==> config.mk <==
export PLATFORM = sky130hd
export DESIGN_NAME = hamming_dec21
export DESIGN_NICKNAME = d
export VERILOG_FILES = /design/src/rtl/hamming_dec21.sv
export SDC_FILE = /design/constraint.sdc
export NUM_CORES = 1
export LEC_CHECK = 0
export CAP_MARGIN = 20
export CORE_MARGIN = 2
export CORE_UTILIZATION = 51
export CTS_BUF_LIST = sky130_fd_sc_hd__clkbuf_4
export DETAILED_ROUTE_END_ITERATION = 7
export PLACE_DENSITY = 0.85
export SLEW_MARGIN = 20
export SYNTH_ARGS = -nofsm -noshare
export SYNTH_HDL_FRONTEND = slang
export SYNTH_SLANG_ARGS = --single-unit
==> constraint.sdc <==
create_clock -name clk -period 5.8 [get_ports clk]
set_input_delay 0.87 -clock clk [delete_from_list [all_inputs] [get_ports clk]]
set_output_delay 0.87 -clock clk [all_outputs]
set_load 0.005 [all_outputs]
Fig. 1: placement by cell class
(8 px per um)
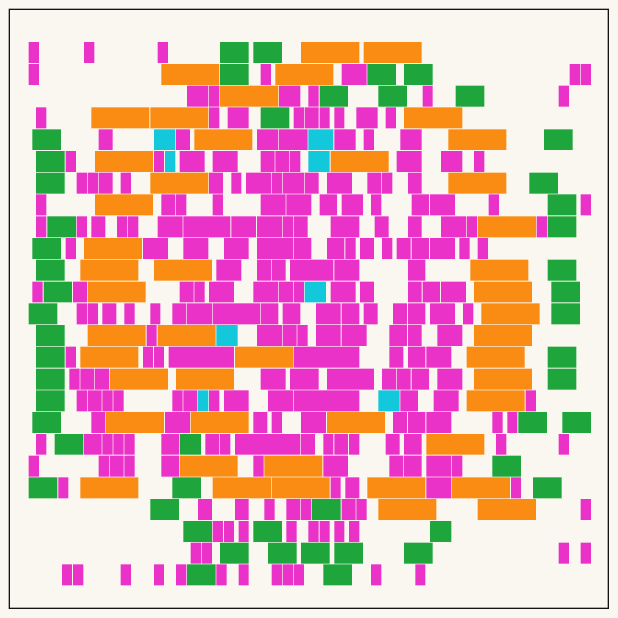
| color | class | cells | share of their area |
|---|---|---|---|
| green | remaining buffers and delay cells | 51 | 17% |
| orange | registers | 46 | 31% |
| magenta | remaining logic cells | 250 | 50% |
| cyan | clock drivers and dummy loads | 8 | 1.8% |
post-route design area: 3020 sq um
number of placement rows: 25
end-of-flow core utilization: 0.631

Fig. 2: pin placement
(4 px per um) Pins as bars across the die edge, other pins in gray.
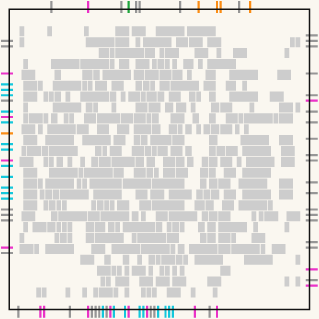
| color | port | pins | direction | edge |
|---|---|---|---|---|
| cyan | `in_cw` | 21 | input | 12 left, 9 bottom |
| green | `out_err_corr` | 1 | output | top |
| magenta | `cnt_uncorr` | 16 | output | 8 bottom, 4 left, 3 right, 1 top |
| orange | `out_syndrome` | 5 | output | 4 top, 1 left |
all pins by edge: 26 bottom, 24 left, 21 right, 12 top
x dimension of the die: 74.7 um
Die Height: 74.7 um
count of buffers from port buffering: 49

Fig. 3: met3 routing
(6 px per um) Cells faint in the background.
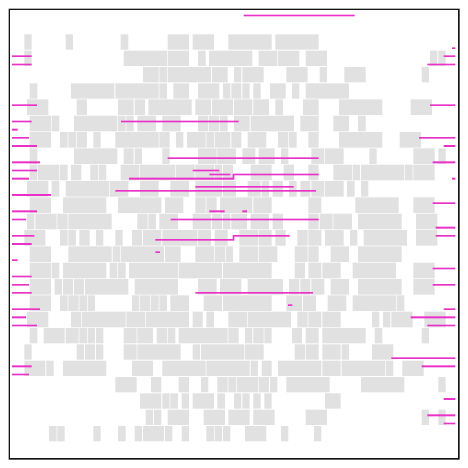
nets with wire on the layer: 56
share of all routed wire: 7.3%
wire length on this layer: 369 um
total via count after detailed routing: 2062
global routing usage on met3: 0.0361
Post-Route WL: 5.05 mm

Fig. 4: signal metal coverage by tile
(4 px per um) 15 x 15 tiles, from dark purple (low) to yellow (high), scaled to the fullest tile. Values are wire area over tile area, all layers added.
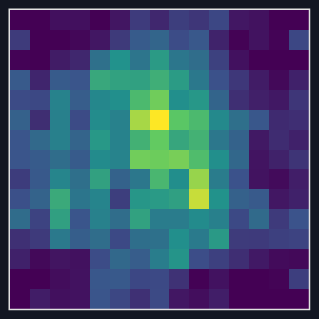
tiles over half the peak: 16%
nearly empty tiles: 12%
fullest tile: 0.53
mean over tiles: 0.15
GRT Overall Usage: 0.196
average wire length per cell after detail routing: 12.0 um

Fig. 5: clock routing
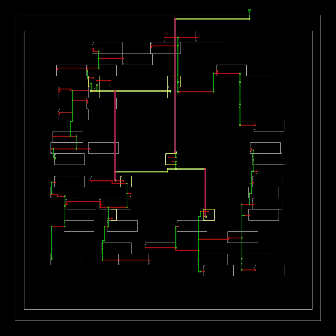
clock buffer count: 5
clock latency on the worst-skew pair: 0.35 ns
Seq Cell Count: 46

==> flow_summary.ini <==
; implementation run metrics
[final_timing]
setup_slack_ns = 2.79
worst_pin_slew_ns = 0.653
grt_setup_unrepaired = false
final.period_utilization = 0.520
slew-limit-headroom = 0.564
final.setup_skew_ns = 0.00954

[placed_design]
routabilityCongestion = 0.871
preCtsSetupSlack_ns = 2.80
instance_area_at_placement_sq_um = 2960
placed_cells_incl_taps = 414

[clocking]
htree_levels = 2
ctsResizeCount = 0
cts_root_buffer = sky130_fd_sc_hd__clkbuf_4
clock_sink_count = 46
post_cts_hold_buffer_count = 0

[synth]
netlist_instances = 311
yosys.stat.seqShare = 0.361
synth.distinct_cells = 32

[setup_path]
cp.arrival_ns = 2.14
worst_r2r_path_depth = 8
cp_max_fo = 5
ff2ff_setup_slack_ns = 2.97

[power]
switching_share = 0.350
power.static_leakage_uw = 0.00115
comb_power_share = 0.368
totalPowerFinal_uw = 790
sequentialPowerShare = 0.452
vdd.ir_drop.worst_mv = 0.143
pg_seq_uw = 357
power.group.top = sequential cells

[status]
run_status = completed

[cells_and_area]
stdcell_count = 422
antenna_cells_inserted = 0

[run]
total_number_of_warnings_across_the_stage_logs = 27

[detailed_routing]
drt_first_iter_violations = 102
route.detailed.drc = 0

[floorplan]
floorplan.initialDensity = 0.533

[worst_hold_path]
hold_path_class = register to register
-- through the flow --
step	hold WS, ns	utilization
finish	0.474	0.631
global route	0.499	0.631
CTS	0.477	0.631
detailed placement	0.458	0.619
global placement	0.452	0.619
floorplan	0.443	-
-- cell type report --
class                      instances  area [sq um]
fill                             435          1770
clock inverter                     3          16.3
tap                               67          83.8
timing repair buffer              51           505
clock buffer                       5          37.5
multi-input combinational        250          1450
sequential                        46           921
-- synthesized netlist by cell type --
master / count / area share
sky130_fd_sc_hd__nand3b_1: 2 / 0.0059
sky130_fd_sc_hd__a311oi_1: 12 / 0.041
sky130_fd_sc_hd__nor3_1: 4 / 0.0079
sky130_fd_sc_hd__buf_4: 32 / 0.094
sky130_fd_sc_hd__conb_1: 1 / 0.0015
sky130_fd_sc_hd__a211o_1: 1 / 0.0034
sky130_fd_sc_hd__and2_1: 2 / 0.0049
sky130_fd_sc_hd__xnor3_1: 4 / 0.035
sky130_fd_sc_hd__xnor2_1: 18 / 0.062
sky130_fd_sc_hd__or3_1: 13 / 0.032
sky130_fd_sc_hd__o21ai_1: 2 / 0.0039
sky130_fd_sc_hd__dfxtp_1: 46 / 0.36
sky130_fd_sc_hd__o21a_1: 1 / 0.0029
sky130_fd_sc_hd__nor2b_1: 2 / 0.0049
sky130_fd_sc_hd__a211oi_1: 7 / 0.021
sky130_fd_sc_hd__buf_1: 1 / 0.0015
sky130_fd_sc_hd__and3_1: 2 / 0.0049
sky130_fd_sc_hd__ha_1: 1 / 0.0049
sky130_fd_sc_hd__a21oi_1: 28 / 0.055
sky130_fd_sc_hd__a221oi_1: 1 / 0.0034
sky130_fd_sc_hd__xor2_2: 1 / 0.0064
sky130_fd_sc_hd__nand3_1: 5 / 0.0098
sky130_fd_sc_hd__xor2_1: 9 / 0.031
sky130_fd_sc_hd__o21ai_0: 12 / 0.024
sky130_fd_sc_hd__mux2i_1: 2 / 0.0079
sky130_fd_sc_hd__nor2_1: 30 / 0.044
sky130_fd_sc_hd__mux2_4: 1 / 0.0059
sky130_fd_sc_hd__nand2_1: 52 / 0.077
sky130_fd_sc_hd__xnor2_2: 2 / 0.013
sky130_fd_sc_hd__nor3_2: 1 / 0.0039
sky130_fd_sc_hd__nand2b_1: 3 / 0.0074
sky130_fd_sc_hd__clkbuf_1: 13 / 0.019
-- per-layer routing --
layer	wire length, um	global-route usage
met1	2160	0.260
met3	368	0.0361
met5	0	0
met4	65	0.0536
met2	2450	0.328
-- worst max-delay path: stages --
cell                              delay, ns
sky130_fd_sc_hd__clkdlybuf4s50_1       0.40
sky130_fd_sc_hd__nor2b_1               0.27
sky130_fd_sc_hd__nand2_1               0.13
sky130_fd_sc_hd__clkdlybuf4s50_1       0.47
-- kinds of logic (layout without fill, tap and decap cells) --
| kind of cell | Yosys count | after routing | share of synthesized area |
|---|---|---|---|
| other cells | 1 | 32 | 0.00147 |
| simple gates | 116 | 116 | 0.202 |
| fa+ha+maj | 1 | 1 | 0.00491 |
| buf+inv | 46 | 59 | 0.115 |
| flops | 46 | 46 | 0.361 |
| mux | 3 | 3 | 0.0137 |
| xor+xnor | 34 | 34 | 0.147 |
| compound gates | 64 | 64 | 0.154 |
